## src/rtl/vga_timing_gen_if.sv

```systemverilog
// Raster timing bundle carried from the timing generator to the pixel
// drawing modules. The generator drives it through the master modport;
// every sprite/ROM consumer reads it through the slave modport.
interface vga_timing_gen_if;
    logic        hs;
    logic        vs;
    logic        blank;
    logic [9:0]  DrawX;
    logic [9:0]  DrawY;
    logic        frame_start;
    logic [15:0] frame_count;

    modport master (
        output hs,
        output vs,
        output blank,
        output DrawX,
        output DrawY,
        output frame_start,
        output frame_count
    );

    modport slave (
        input hs,
        input vs,
        input blank,
        input DrawX,
        input DrawY,
        input frame_start,
        input frame_count
    );
endinterface

```

## src/rtl/vga_timing_gen.sv

```systemverilog
// VGA raster timing source.
// Two free-running counters (hc, vc) walk the raster. Every output is a
// register loaded from the pre-edge counter values, so all of them
// describe the same pixel and trail the counters by exactly one cycle.

// Structural checks for the timing generator: raster size limits at
// elaboration, and frame_start only ever marking the raster origin.
module vga_timing_gen_chk #(
    parameter int H_TOTAL = 800,
    parameter int V_TOTAL = 525
) (
    input logic       vga_clk,
    input logic       reset_n,
    input logic       frame_start,
    input logic [9:0] draw_x,
    input logic [9:0] draw_y
);
    if ((H_TOTAL < 1) || (H_TOTAL > 1024)) begin : g_h_total_bad
        $error("vga_timing_gen: H_TOTAL must lie in 1..1024");
    end

    if ((V_TOTAL < 1) || (V_TOTAL > 1024)) begin : g_v_total_bad
        $error("vga_timing_gen: V_TOTAL must lie in 1..1024");
    end

    a_frame_start_at_origin: assert property (
        @(posedge vga_clk) disable iff (!reset_n)
        frame_start |-> ((draw_x == 10'd0) && (draw_y == 10'd0))
    ) else $error("vga_timing_gen: frame_start away from (0,0)");
endmodule

module vga_timing_gen #(
    parameter int H_ACTIVE = 640,
    parameter int H_FP     = 16,
    parameter int H_SYNC   = 96,
    parameter int H_BP     = 48,
    parameter int V_ACTIVE = 480,
    parameter int V_FP     = 10,
    parameter int V_SYNC   = 2,
    parameter int V_BP     = 33
) (
    input logic              vga_clk,
    input logic              reset_n,
    vga_timing_gen_if.master vga
);
    localparam int H_TOTAL = H_ACTIVE + H_FP + H_SYNC + H_BP;
    localparam int V_TOTAL = V_ACTIVE + V_FP + V_SYNC + V_BP;

    // Last counter values before wrapping.
    localparam logic [9:0] H_LAST = 10'(H_TOTAL - 1);
    localparam logic [9:0] V_LAST = 10'(V_TOTAL - 1);

    // Decode boundaries are 11 bits wide so a sync end of 1024 still fits.
    localparam logic [10:0] H_ACT_END  = 11'(H_ACTIVE);
    localparam logic [10:0] HS_START   = 11'(H_ACTIVE + H_FP);
    localparam logic [10:0] HS_END     = 11'(H_ACTIVE + H_FP + H_SYNC);
    localparam logic [10:0] V_ACT_END  = 11'(V_ACTIVE);
    localparam logic [10:0] VS_START   = 11'(V_ACTIVE + V_FP);
    localparam logic [10:0] VS_END     = 11'(V_ACTIVE + V_FP + V_SYNC);

    // Raster position counters.
    logic [9:0]  hc_r;
    logic [9:0]  vc_r;
    logic [9:0]  hc_nxt_s;
    logic [9:0]  vc_nxt_s;
    logic        hc_end_s;
    logic        vc_end_s;

    // Decoded values for the pixel currently addressed by (hc, vc).
    logic [10:0] hc_ext_s;
    logic [10:0] vc_ext_s;
    logic        hs_nxt_s;
    logic        vs_nxt_s;
    logic        blank_nxt_s;
    logic        frame_start_nxt_s;
    logic [15:0] frame_count_nxt_s;

    // Output registers.
    logic        hs_r;
    logic        vs_r;
    logic        blank_r;
    logic [9:0]  draw_x_r;
    logic [9:0]  draw_y_r;
    logic        frame_start_r;
    logic [15:0] frame_count_r;

    // Next counter values: hc wraps at line end, vc steps only on that wrap.
    always_comb begin
        hc_end_s = 1'b0;
        vc_end_s = 1'b0;
        hc_nxt_s = hc_r;
        vc_nxt_s = vc_r;
        if (hc_r == H_LAST) begin
            hc_end_s = 1'b1;
        end else begin
            hc_end_s = 1'b0;
        end
        if (vc_r == V_LAST) begin
            vc_end_s = 1'b1;
        end else begin
            vc_end_s = 1'b0;
        end
        if (hc_end_s) begin
            hc_nxt_s = 10'd0;
            if (vc_end_s) begin
                vc_nxt_s = 10'd0;
            end else begin
                vc_nxt_s = vc_r + 10'd1;
            end
        end else begin
            hc_nxt_s = hc_r + 10'd1;
            vc_nxt_s = vc_r;
        end
    end

    // Decode sync, active-video and frame strobe for the pre-edge position.
    always_comb begin
        hc_ext_s          = {1'b0, hc_r};
        vc_ext_s          = {1'b0, vc_r};
        hs_nxt_s          = 1'b1;
        vs_nxt_s          = 1'b1;
        blank_nxt_s       = 1'b0;
        frame_start_nxt_s = 1'b0;
        frame_count_nxt_s = frame_count_r;
        if ((hc_ext_s >= HS_START) && (hc_ext_s < HS_END)) begin
            hs_nxt_s = 1'b0;
        end else begin
            hs_nxt_s = 1'b1;
        end
        // Vertical sync depends only on the line, so it stays low for whole lines.
        if ((vc_ext_s >= VS_START) && (vc_ext_s < VS_END)) begin
            vs_nxt_s = 1'b0;
        end else begin
            vs_nxt_s = 1'b1;
        end
        if ((hc_ext_s < H_ACT_END) && (vc_ext_s < V_ACT_END)) begin
            blank_nxt_s = 1'b1;
        end else begin
            blank_nxt_s = 1'b0;
        end
        // The frame counter advances together with the strobe; 16-bit wrap is natural.
        if ((hc_r == 10'd0) && (vc_r == 10'd0)) begin
            frame_start_nxt_s = 1'b1;
            frame_count_nxt_s = frame_count_r + 16'd1;
        end else begin
            frame_start_nxt_s = 1'b0;
            frame_count_nxt_s = frame_count_r;
        end
    end

    // Raster counter state; reset returns the raster to its origin at once.
    always_ff @(posedge vga_clk or negedge reset_n) begin
        if (!reset_n) begin
            hc_r <= 10'd0;
            vc_r <= 10'd0;
        end else begin
            hc_r <= hc_nxt_s;
            vc_r <= vc_nxt_s;
        end
    end

    // Output registers, loaded from the same pre-edge position as one pixel.
    always_ff @(posedge vga_clk or negedge reset_n) begin
        if (!reset_n) begin
            hs_r          <= 1'b1;
            vs_r          <= 1'b1;
            blank_r       <= 1'b0;
            draw_x_r      <= 10'd0;
            draw_y_r      <= 10'd0;
            frame_start_r <= 1'b0;
            frame_count_r <= 16'd0;
        end else begin
            hs_r          <= hs_nxt_s;
            vs_r          <= vs_nxt_s;
            blank_r       <= blank_nxt_s;
            draw_x_r      <= hc_r;
            draw_y_r      <= vc_r;
            frame_start_r <= frame_start_nxt_s;
            frame_count_r <= frame_count_nxt_s;
        end
    end

    assign vga.hs          = hs_r;
    assign vga.vs          = vs_r;
    assign vga.blank       = blank_r;
    assign vga.DrawX       = draw_x_r;
    assign vga.DrawY       = draw_y_r;
    assign vga.frame_start = frame_start_r;
    assign vga.frame_count = frame_count_r;

    vga_timing_gen_chk #(
        .H_TOTAL (H_TOTAL),
        .V_TOTAL (V_TOTAL)
    ) u_chk (
        .vga_clk     (vga_clk),
        .reset_n     (reset_n),
        .frame_start (frame_start_r),
        .draw_x      (draw_x_r),
        .draw_y      (draw_y_r)
    );
endmodule

```

## src/flat_wrapper.sv

```systemverilog
// flat-port wrapper written by rule: the top's interface ports become plain ports
module vga_timing_gen_flat 
#(
    parameter int H_ACTIVE = 640,
    parameter int H_FP     = 16,
    parameter int H_SYNC   = 96,
    parameter int H_BP     = 48,
    parameter int V_ACTIVE = 480,
    parameter int V_FP     = 10,
    parameter int V_SYNC   = 2,
    parameter int V_BP     = 33
)
  (vga_clk, reset_n, vga_hs, vga_vs, vga_blank, vga_DrawX, vga_DrawY, vga_frame_start, vga_frame_count);
  vga_timing_gen_if vga_i ();
  input logic vga_clk;
  input logic reset_n;
  output wire logic [$bits(vga_i.hs)-1:0] vga_hs;
  output wire logic [$bits(vga_i.vs)-1:0] vga_vs;
  output wire logic [$bits(vga_i.blank)-1:0] vga_blank;
  output wire logic [$bits(vga_i.DrawX)-1:0] vga_DrawX;
  output wire logic [$bits(vga_i.DrawY)-1:0] vga_DrawY;
  output wire logic [$bits(vga_i.frame_start)-1:0] vga_frame_start;
  output wire logic [$bits(vga_i.frame_count)-1:0] vga_frame_count;
  assign vga_hs = vga_i.hs;
  assign vga_vs = vga_i.vs;
  assign vga_blank = vga_i.blank;
  assign vga_DrawX = vga_i.DrawX;
  assign vga_DrawY = vga_i.DrawY;
  assign vga_frame_start = vga_i.frame_start;
  assign vga_frame_count = vga_i.frame_count;
  vga_timing_gen #(.H_ACTIVE(H_ACTIVE), .H_FP(H_FP), .H_SYNC(H_SYNC), .H_BP(H_BP), .V_ACTIVE(V_ACTIVE), .V_FP(V_FP), .V_SYNC(V_SYNC), .V_BP(V_BP)) u_core (.vga_clk(vga_clk), .reset_n(reset_n), .vga(vga_i));
endmodule
```

## config.mk

```make
export PLATFORM = sky130hd
export DESIGN_NAME = vga_timing_gen_flat
export DESIGN_NICKNAME = d
export VERILOG_FILES = /design/src/rtl/vga_timing_gen_if.sv /design/src/rtl/vga_timing_gen.sv /design/src/flat_wrapper.sv
export SDC_FILE = /design/constraint.sdc
export NUM_CORES = 1
export LEC_CHECK = 0
export CORE_ASPECT_RATIO = 1.25
export CORE_MARGIN = 2
export CORE_UTILIZATION = 53
export CTS_CLUSTER_SIZE = 10
export DETAILED_ROUTE_END_ITERATION = 12
export PLACE_DENSITY = 0.8
export SLEW_MARGIN = 5
export SYNTH_ARGS = -nofsm -noshare
export SYNTH_HDL_FRONTEND = slang
export SYNTH_HIERARCHICAL = 1
export SYNTH_SLANG_ARGS = --single-unit
```

## constraint.sdc

```tcl
create_clock -name vga_clk -period 2.5 [get_ports vga_clk]
set_input_delay 0.5 -clock vga_clk [delete_from_list [all_inputs] [get_ports vga_clk]]
set_output_delay 0.5 -clock vga_clk [all_outputs]
set_load 0.03 [all_outputs]
```

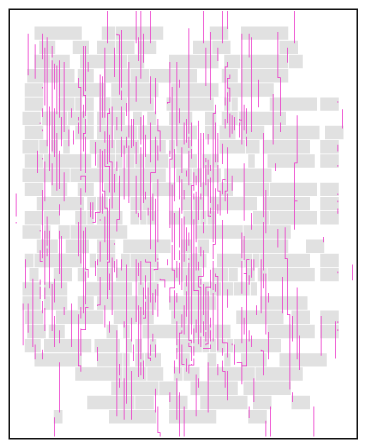
Fig. 1. Signal wires on met2 (run 1).
Cells faint in the background.
share of all routed wire: 49%
longest straight run: 28.4 µm
nets with wire on the layer: 227
main direction: vertical
wire length on this layer: 2320 µm

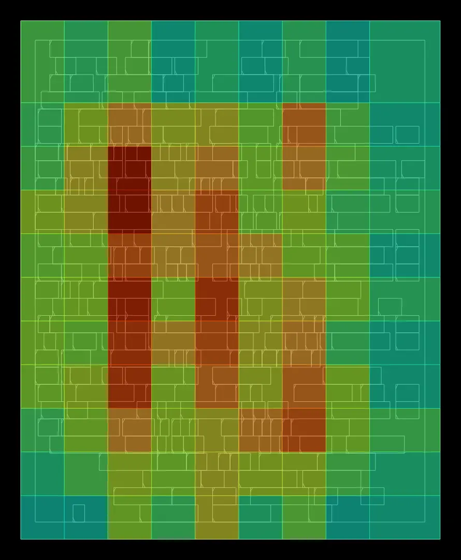
Fig. 2. Routing congestion map (run 1).
final core utilization: 0.687
grt met1 use: 0.236
gr busiest metal: met2
routed length per instance: 14.4 µm
Overall Global Routing Usage: 0.190

==> impl_metrics.ini, run 1 <==
; implementation run metrics
[status]
outcome = finished, final reports clean

[power]
share_comb_of_total_power = 0.011
peakVddDrop_uv = 443
power.leakage_nw = 1.46
cellPowerDensity_mw_per_mm2 = 569
finalPower_mw = 1.83
p_sw_frac = 0.192
internal_power_mw = 1.48

[yosys]
yosysUniqueCellTypes = 36
ys_seq_frac = 0.584
avgSynthCellArea_um2 = 12.0
top_cell_area_share = 0.563
yosysWarnings = 6
top_cell = dfrtp_1
synthCells = 215
synthAoiAreaFrac = 0.0403
synth.area.top_cells = dfrtp_1 (56%), xor2_1 (5.4%), nor3_2 (3.5%), xnor2_1 (3.4%), ha_1 (2.9%)
ff_type = dfrtp_1
synthMuxAreaShare = 0.00437
synth-seq-cells = 60
synth_nets = 223
synthTopLogicFamily = simple AND/OR/NAND/NOR gates
synth.largest_area_cell = dfrtp_1
yosys-top-cells-count = dfrtp_1 (58), xor2_1 (16), nand2_1 (13), nand3_1 (13), o21ai_0 (11)
synthArstFlopShare = 1.00
adder_share = 0.0291
edf_count = 0

[worst_setup_path]
crit_start = u_core/hc_r[5]$_DFF_PN0_
crit_type = flip-flop to flip-flop
reg2reg_slack_ns = 0.41
endpoint_kind = flip-flop
endpoint = u_core/vga.frame_count[1]$_DFFE_PN0P_
crit_required_ns = 2.71
arrival_ns = 2.30
r2r-end = u_core/vga.frame_count[1]$_DFFE_PN0P_
critical_path.startpoint_type = flip-flop

[detailed_routing]
drc = 0
wl_um = 4690
vias_per_cell = 5.43
antenna_left = 0
drt_first_pass_iters = 4

[final_layout]
mostFrequentLayoutCell = dfrtp_1
final_cell_mix = dfrtp_1 (58), clkdlybuf4s50_1 (40), xor2_1 (16), nand2_1 (13), nand3_1 (13)
finalNonFillerCells = 326
antenna_cells = 0
design_area_mm2 = 0.00323
post_route_cells_drive_above_1_share = 0.135
n_fill_cell = 390

[sta]
relSlewSlack = 0.494
fmax_mhz = 477
tightest_slew_ns = 0.759
clock_skew_ns = 0.00512
min_period_ns = 2.09
fin_tns_setup_ns = 0
rsz0062_at_grt = no
whs_ns = 0.245
finalMaxSlewViolations = 0

[global_route]
grt_antenna_before_repair = 0
grt_overflow = 0
grt_pass1_vias = 1615
grt_util_met3 = 0.0521
grt_pass1_wl_um = 7510
grt_max_degree = 36
grtUsageMet2 = 0.301

[clock_tree]
cts_tree = yes
htreeDepth = 3
clk_pin_slew_worst_paths_ns = 0.06
clock_path_buffers = 2
cts_sinks = 60
cts_hold_buf = 0
postCtsSetupRepairBufs = 0
cts_buffers = 9

[floorplanning]
die-area_mm2 = 0.00544
fp_util = 0.549
die_h_um = 82.0
design.portCount = 42
die_w_um = 66.4
core_mm2 = 0.00469

[place]
post_dp_cell_area_mm2 = 0.00303
dp_hpwl_um = 3150
pre_cts_ws_ns = 0.429
port_buffers = 41

[hold_path]
hp-class = input pin to async pin

[job]
maxCapViolCount = 0
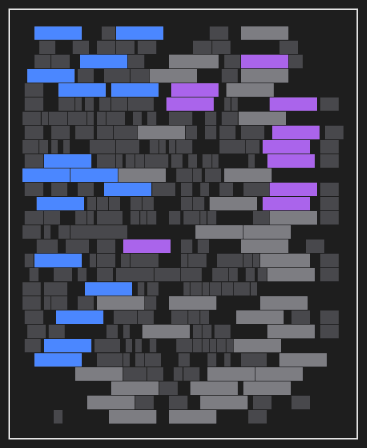
Fig. 3. Register map, names as in the netlist (run 1).
| colour | signal | flops |
|---|---|---|
| purple | `u_core/vga.DrawY` | 10 |
| blue | `u_core/vga.frame_count` | 16 |
not coloured: 34

-- run 1: kinds of logic (layout without fill, tap and decap cells) --
| group | after synthesis | after routing |
|---|---|---|
| AOI/OAI and AO/OA | 18 | 18 |
| xor gates and xnor gates | 26 | 26 |
| adders and majority gates | 6 | 6 |
| buffers and inverters | 17 | 68 |
| DFF | 60 | 60 |
| muxes | 1 | 1 |
| and+or+nand+nor | 87 | 87 |
-- run 1: cell type report --
| cell class | count | area [µm²] | area share |
|---|---|---|---|
| timing repair buffer | 44 | 428 | 0.133 |
| clock buffer | 13 | 159 | 0.0493 |
| multi-input combinational | 138 | 991 | 0.307 |
| clock inverter | 2 | 35.0 | 0.0109 |
| inverter | 9 | 33.8 | 0.0105 |
| tap | 60 | 75.1 | 0.0233 |
| sequential | 60 | 1500 | 0.466 |
-- run 1: critical path: stages, from the launching register on --
cell      delay, ns
dfrtp_1        0.49
or4_4          0.59
nand3b_4       0.32
nor2_1         0.25
mux2_1         0.34
-- run 1: registers in the layout (all words and copies together), names as in the netlist --
register / cells
u_core/vga.frame_count: 16
u_core/vga.vs: 1
u_core/vga.DrawY: 10
u_core/vc_r: 10
u_core/vga.hs: 1
u_core/vga.DrawX: 10
u_core/hc_r: 10
u_core/vga.blank: 1
u_core/vga.frame_start: 1
-- run 1: power groups by stage --
stage	Clock (mW)	Combinational (mW)	Sequential [mW]
3_3_place_gp	0	0.0218	0.989
4_1_cts	0.862	0.0224	0.971
6_report	0.843	0.0205	0.972
3_5_place_dp	0	0.0222	0.989
5_1_grt	0.905	0.0253	0.971
2_1_floorplan	0	0.000000430	0.989
-- run 1: layer usage --
layer	up-vias	routed length (µm)
li1	847	-
met4	0	73
met3	7	244
met5	-	0
met2	49	2320
met1	866	2060
==> run 2: changes to the inputs <==
- CORE_UTILIZATION: 53 -> 47
- PLACE_DENSITY: 0.8 -> 0.75
- clock period: 2.5 -> 1.82 ns (I/O delays scaled with it)
==> run 2 against run 1 <==
Critical path depth decreased by 3. Flip-flop count unchanged. Clock skew grew 0.0046 ns. Combinational power rose by 49%. Via count grew 7.2%. Clock-buffer cell count decreased by 3. Sequential share of layout area fell by 4.3 points. Worst hold slack lost 0.22 ns. Routed wire length grew 10%. Synthesized area is the same. Critical endpoint is now vga_frame_count[13].
==> impl_metrics.ini, run 2 <==
; implementation run metrics
[place]
post_dp_cell_area_mm2 = 0.00325
pre_cts_ws_ns = 0.00400
dp_hpwl_um = 3430
port_buffers = 41

[worst_setup_path]
crit_slowest_cell = clkdlybuf4s50_1
crit_chain = clkdlybuf4s50_1
cpPeakStageDelay_ns = 0.69
reg2reg_slack_ns = 0.08
crit_start = u_core/vga.frame_count[13]$_DFFE_PN0P_
arrival_ns = 1.41
critical_path.startpoint_type = flip-flop
crit_required_ns = 1.46
endpoint = vga_frame_count[13]
r2r-end = u_core/vga.frame_count[11]$_DFFE_PN0P_
path_delay_family = buffers and inverters
path_buffers = 1
endpoint_kind = primary output
worst-path-stages = 1
crit_type = flip-flop to primary output

[global_route]
grt.total_usage = 0.184
grt_antenna_before_repair = 0
globalRouteMet1Util = 0.228
grt_overflow = 0
grt_pass1_wl_um = 8670
grt.busiest_layer = met2
grt_pass1_vias = 1897
grt_max_degree = 61
grt_util_met3 = 0.0419
grtUsageMet2 = 0.298

[final_layout]
final_cell_mix = dfrtp_1 (58), buf_4 (34), clkdlybuf4s50_1 (28), xor2_1 (16)
n_fill_cell = 406
design_area_mm2 = 0.00355
post_route_cells_drive_above_1_share = 0.253
mostFrequentLayoutCell = dfrtp_1
antenna_cells = 0
largest_register_ffs = 16

[yosys]
ys_cells = 215
ff_type = dfrtp_1
avgSynthCellArea_um2 = 12.0
yosys-top-cells-count = dfrtp_1 (58), xor2_1 (16), nand2_1 (13), nand3_1 (13), o21ai_0 (11)
ys_area_mm2 = 0.00258
yosysWarnings = 6
top_cell = dfrtp_1
synth_nets = 223
synth-seq-cells = 60
synthArstFlopShare = 1.00
edf_count = 0
synthCells = 215
top_cell_area_share = 0.563
ys_seq_frac = 0.584
yosysUniqueCellTypes = 36
synth.largest_area_cell = dfrtp_1

[sta]
tightest_slew_ns = 0.306
min_period_ns = 1.77
fin_tns_setup_ns = 0
finalMaxSlewViolations = 0
relSlewSlack = 0.793
setup_ws_ns = 0.0465
rsz0062_at_grt = no
clock_skew_ns = 0.00971

[clock_tree]
cts_tree = yes
htreeDepth = 3
cts_hold_buf = 0
clk_pin_slew_worst_paths_ns = 0.07
clk_latency_ns = 0.33
clock_path_buffers = 2
cts_buffers = 9
cts_sinks = 60

[detailed_routing]
drt_iter0_markers = 120
drc = 0
drt-wirelength-per-cell_um = 14.2
drt_first_pass_iters = 4
vias_per_cell = 5.21
wl_um = 5170
antenna_left = 0

[power]
top_power_group = sequential cells
internal_power_mw = 1.97
powerClk_mw = 1.14
powerComb_mw = 0.0306
p_seq_mw = 1.33
cellPowerDensity_mw_per_mm2 = 704
p_sw_frac = 0.212
power.leakage_nw = 1.70
share_comb_of_total_power = 0.012
peakVddDrop_uv = 403

[hold_path]
hp-class = input pin to async pin

[floorplanning]
die-area_mm2 = 0.00609
die_w_um = 70.2
core_mm2 = 0.00537
die_h_um = 86.8
design.portCount = 42
fp_util = 0.480

[status]
outcome = finished, final reports clean
==> run 2: layer usage <==
| layer | part of all wire | vias up | routed length [µm] |
|---|---|---|---|
| met2 | 0.50 | 44 | 2610 |
| met5 | 0 | - | 0 |
| met3 | 0.038 | 6 | 198 |
| met1 | 0.44 | 931 | 2290 |
| li1 | - | 916 | - |
| met4 | 0.014 | 0 | 70 |
==> run 2: cells by family (layout without fill, tap and decap cells) <==
logic type | Yosys count | after routing | share of synthesized area
multiplexers | 1 | 1 | 0.00437
buffers and inverters | 17 | 101 | 0.0316
AND-OR/OR-AND | 18 | 18 | 0.0403
adder cells (fa/ha/maj) | 6 | 6 | 0.0291
AND/OR/NAND/NOR | 87 | 88 | 0.222
XOR/XNOR | 26 | 26 | 0.0884
flip-flops | 60 | 60 | 0.584
==> run 2: stage by stage <==
| stage | hold slack [ns] | utilization | power, mW | std cells |
|---|---|---|---|---|
| after global placement | 0.389 | 0.605 | 1.39 | 341 |
| after CTS | 0.0253 | 0.648 | 2.54 | 361 |
| after global routing | 0.0320 | 0.662 | 2.60 | 364 |
| after floorplan | 0.0684 | - | 1.36 | 215 |
| final | 0.0259 | 0.662 | 2.50 | 364 |
| after detailed placement | 0.396 | 0.605 | 1.39 | 341 |
==> run 2: cell type report <==
class                   instances  area (µm²)  share of cell area
clock buffers                  10         128              0.0359
clock inverters                 6        65.1              0.0183
inverters                       9        33.8             0.00951
multi-input cells             139        1070               0.301
flip-flops and latches         60        1500               0.423
well taps                      64        80.1              0.0225
repair buffers                 76         673               0.189
==> run 2: what timing repair did <==
action | 4_1_cts | 5_1_grt
pin swaps | 0 | 3
gates cloned | 1 | 0
setup buffers | 3 | 3
gates resized | 12 | 11
endpoints found under the setup margin | 12 | 14
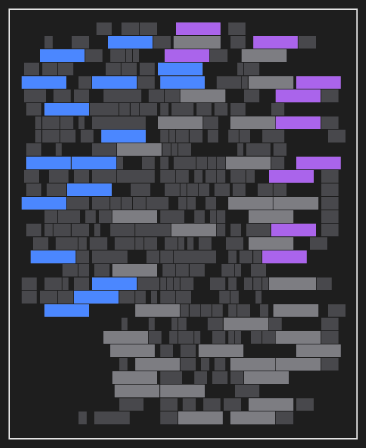
Fig. 4. Register map, names as in the netlist (run 2).
| colour | signal | flops |
|---|---|---|
| purple | `u_core/vga.DrawY` | 10 |
| blue | `u_core/vga.frame_count` | 16 |

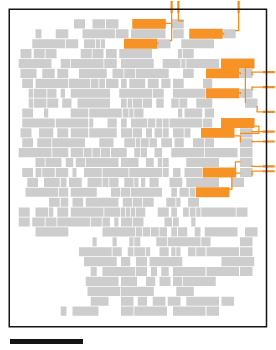
Fig. 5. Wires at chosen ports, followed through buffers (run 2).
Scale bar: 20 µm.
| colour | port | bits | direction | edge | end cells | buffers | wire |
|---|---|---|---|---|---|---|---|
| orange | `vga_DrawY` | 10 | output | 7 east, 3 north | 10 | 10 | 84.2 µm |

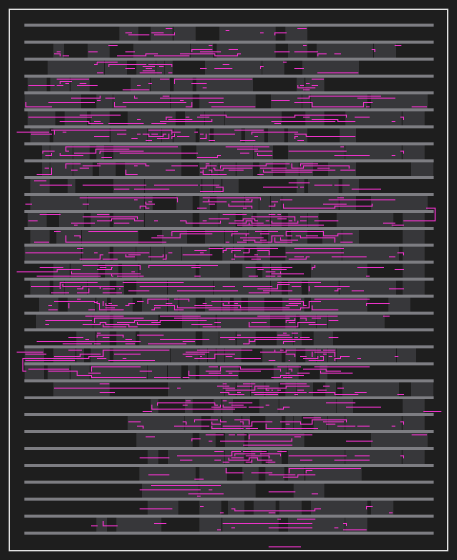
Fig. 6. M1 wires (run 2).
Supply wires on this layer in grey. Cells faint in the background.
wire length on this layer: 2290 µm
nets with wire on the layer: 273
main direction: horizontal
longest straight run: 18.4 µm

==> run 3: changes to the inputs <==
- CORE_MARGIN: 2 -> unset
==> run 3 against run 2 <==
Critical path depth is the same. First-iteration DRC count grew 31%. Synthesized cell count is the same. Setup slack lost 0.0040 ns. Clock power shrank about 10%. Power shrank 6.2%. Combinational power shrank 1%. Register-to-register slack is essentially flat. Flip-flop count is the same. Global-route usage grew 1.2 points. Worst hold slack gained 0.0048 ns. Sequential share of layout area grew 1.4 points.
==> impl_metrics.ini, run 3 <==
; implementation run metrics
[worst_setup_path]
r2r-end = u_core/vga.frame_count[12]$_DFFE_PN0P_
critical_path.startpoint_type = flip-flop
path_buffers = 1
crit_type = flip-flop to primary output
cpPeakStageDelay_ns = 0.69
crit_start = u_core/vga.frame_count[6]$_DFFE_PN0P_
crit_slowest_cell = clkdlybuf4s50_1
r2r_cells = 5
worst-path-stages = 1
crit_required_ns = 1.46
endpoint = vga_frame_count[6]
reg2reg_slack_ns = 0.08
crit_chain = clkdlybuf4s50_1
arrival_ns = 1.41
cp_max_fo = 4
rr_startpoint = u_core/hc_r[5]$_DFF_PN0_
endpoint_kind = primary output
path_delay_family = buffers and inverters

[yosys]
synthMuxAreaShare = 0.00437
synthTopLogicFamily = simple AND/OR/NAND/NOR gates
simple_gate_share = 0.222
avgSynthCellArea_um2 = 12.0
synthArstFlopShare = 1.00
synth.largest_area_cell = dfrtp_1
synthXorXnorAreaFrac = 0.0884
edf_count = 0
ys_seq_frac = 0.584
ys_cells = 215
ys_area_mm2 = 0.00258
synth-seq-cells = 60
adder_share = 0.0291
top_cell_area_share = 0.563
yosys-top-cells-count = dfrtp_1 (58), xor2_1 (16), nand2_1 (13), nand3_1 (13), o21ai_0 (11)
yosysWarnings = 6
synthCells = 215
top_cell = dfrtp_1
synthAoiAreaFrac = 0.0403
ff_type = dfrtp_1
synth.area.top_cells = dfrtp_1 (56%), xor2_1 (5.4%), nor3_2 (3.5%), xnor2_1 (3.4%), ha_1 (2.9%)
synth_nets = 223
yosysUniqueCellTypes = 36
synth.cell_area_mm2 = 0.00258

[global_route]
grt_pass1_wl_um = 8170
grt.total_usage = 0.196
grt_antenna_before_repair = 0
grt_max_degree = 61
grt_overflow = 0
grt_pass1_vias = 1727

[sta]
rsz0062_at_grt = yes
clock_skew_ns = 0.00694
relSlewSlack = 0.770
period_used_share = 0.977
hold_violations = 0
min_period_ns = 1.78
tightest_slew_ns = 0.343
finalMaxSlewViolations = 0
fmax_mhz = 563
setup_viol = 0

[power]
peakVddDrop_uv = 441
finalPower_mw = 2.35
internal_power_mw = 1.86
p_sw_frac = 0.209
power.switching_mw = 0.490
power.leakage_nw = 1.69
seqPwrFrac = 0.569
share_comb_of_total_power = 0.013
p_clk_frac = 0.418
cellPowerDensity_mw_per_mm2 = 683

[detailed_routing]
drt_iter0_markers = 157
drc = 0
drt_first_pass_iters = 4
antenna_left = 0
drt-wirelength-per-cell_um = 14.2
vias_per_cell = 5.29

[clock_tree]
cts_tree = yes
htreeDepth = 3
cts_hold_buf = 0
clk_latency_ns = 0.33
clock_path_buffers = 2
root_buffer = clkbuf_8
cts_buffers = 9
postCtsSetupRepairBufs = 0
cts_sinks = 60
cts_resized = 9
clk_pin_slew_worst_paths_ns = 0.06

[place]
post_dp_cell_area_mm2 = 0.00323
dp_hpwl_um = 3370
dp.cells = 337
globalplace.congestion = 0.792
port_buffers = 41

[final_layout]
nets = 297
largest_register_ffs = 16
mostFrequentLayoutCell = dfrtp_1
post_route_cells_drive_above_1_share = 0.225
syn_to_final_growth_pct = 33.4
antenna_cells = 0
design_area_mm2 = 0.00344
n_fill_cell = 425
comb_area_mm2 = 0.00103
final_cell_mix = dfrtp_1 (58), clkdlybuf4s50_1 (29), buf_4 (28), xor2_1 (16)
finalNonFillerCells = 355

[floorplanning]
die_w_um = 68.2
core_mm2 = 0.00519
design.portCount = 42
die_h_um = 84.8
die-area_mm2 = 0.00578
rows = 29
fp_util = 0.497

[status]
outcome = finished, final reports clean

[job]
warnings = 30
maxCapViolCount = 0

[hold_path]
hp-class = input pin to async pin
[run 3: cell counts after synthesis]
No cell type changed its count.
[run 3: power by group through the flow]
| stage | Combinational [mW] | Sequential (mW) | Clock [mW] |
|---|---|---|---|
| 2_1_floorplan | 0.000000430 | 1.36 | 0 |
| 3_3_place_gp | 0.0318 | 1.36 | 0 |
| 3_5_place_dp | 0.0323 | 1.36 | 0 |
| 4_1_cts | 0.0323 | 1.33 | 1.01 |
| 5_1_grt | 0.0355 | 1.33 | 1.08 |
| 6_report | 0.0302 | 1.33 | 0.981 |
[run 3: worst reg2reg max path, stage by stage, from the launching register on]
cell	delay [ns]
dfrtp_1	0.37
or4_4	0.55
nand3b_4	0.21
buf_4	0.19
nor3_2	0.18
xor2_1	0.17
[run 3: layer usage]
metal | GRT usage | share of wire | up-vias
met5 | 0 | 0 | -
met4 | 0.110 | 0.023 | 0
met3 | 0.0448 | 0.036 | 10
met2 | 0.296 | 0.50 | 46
met1 | 0.254 | 0.44 | 918
li1 | - | - | 903
[run 3: per-stage QoR]
step | TNS (ns) | utilization | hold WS, ns | worst slack (ns)
2_1_floorplan | 0 | - | 0.0684 | 0.0176
3_3_place_gp | 0 | 0.622 | 0.389 | 0.0866
3_5_place_dp | 0 | 0.622 | 0.394 | 0.0199
4_1_cts | 0 | 0.651 | 0.0347 | 0.00575
5_1_grt | -0.000120 | 0.662 | 0.0508 | -0.000120
6_report | 0 | 0.662 | 0.0306 | 0.0425
[run 3: final cells by class]
class	count	share of cell area
timing repair buffer	70	0.183
multi-input combinational	139	0.300
clock buffer	12	0.0422
tap	62	0.0226
sequential	60	0.438
inverter	9	0.00983
clock inverter	3	0.00437
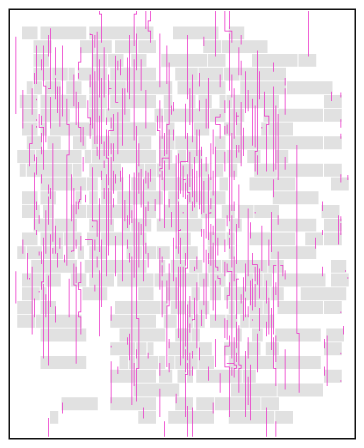
Fig. 7. Signal wires on met2 (run 3).
Cells faint in the background.
routed via count: 1877
GR Util met2: 0.296
Final Routed Wirelength: 5050 µm

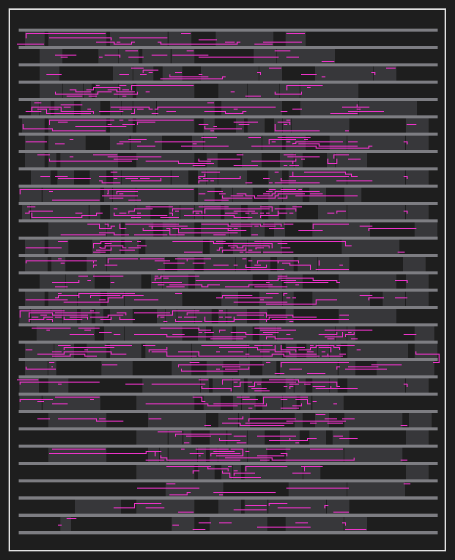
Fig. 8. M1 wires (run 3).
Supply wires on this layer in grey. Cells faint in the background.
nets with wire on the layer: 256
main direction: horizontal
wire length on this layer: 2210 µm
longest straight run: 27.1 µm

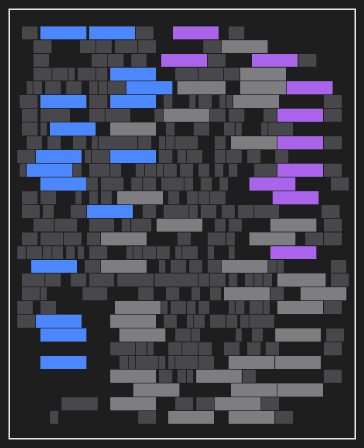
Fig. 9. Register map, names as in the netlist (run 3).
Flop area: 0.00150 mm²
final core utilization: 0.662

Power is estimated from default activity; no workload was simulated.
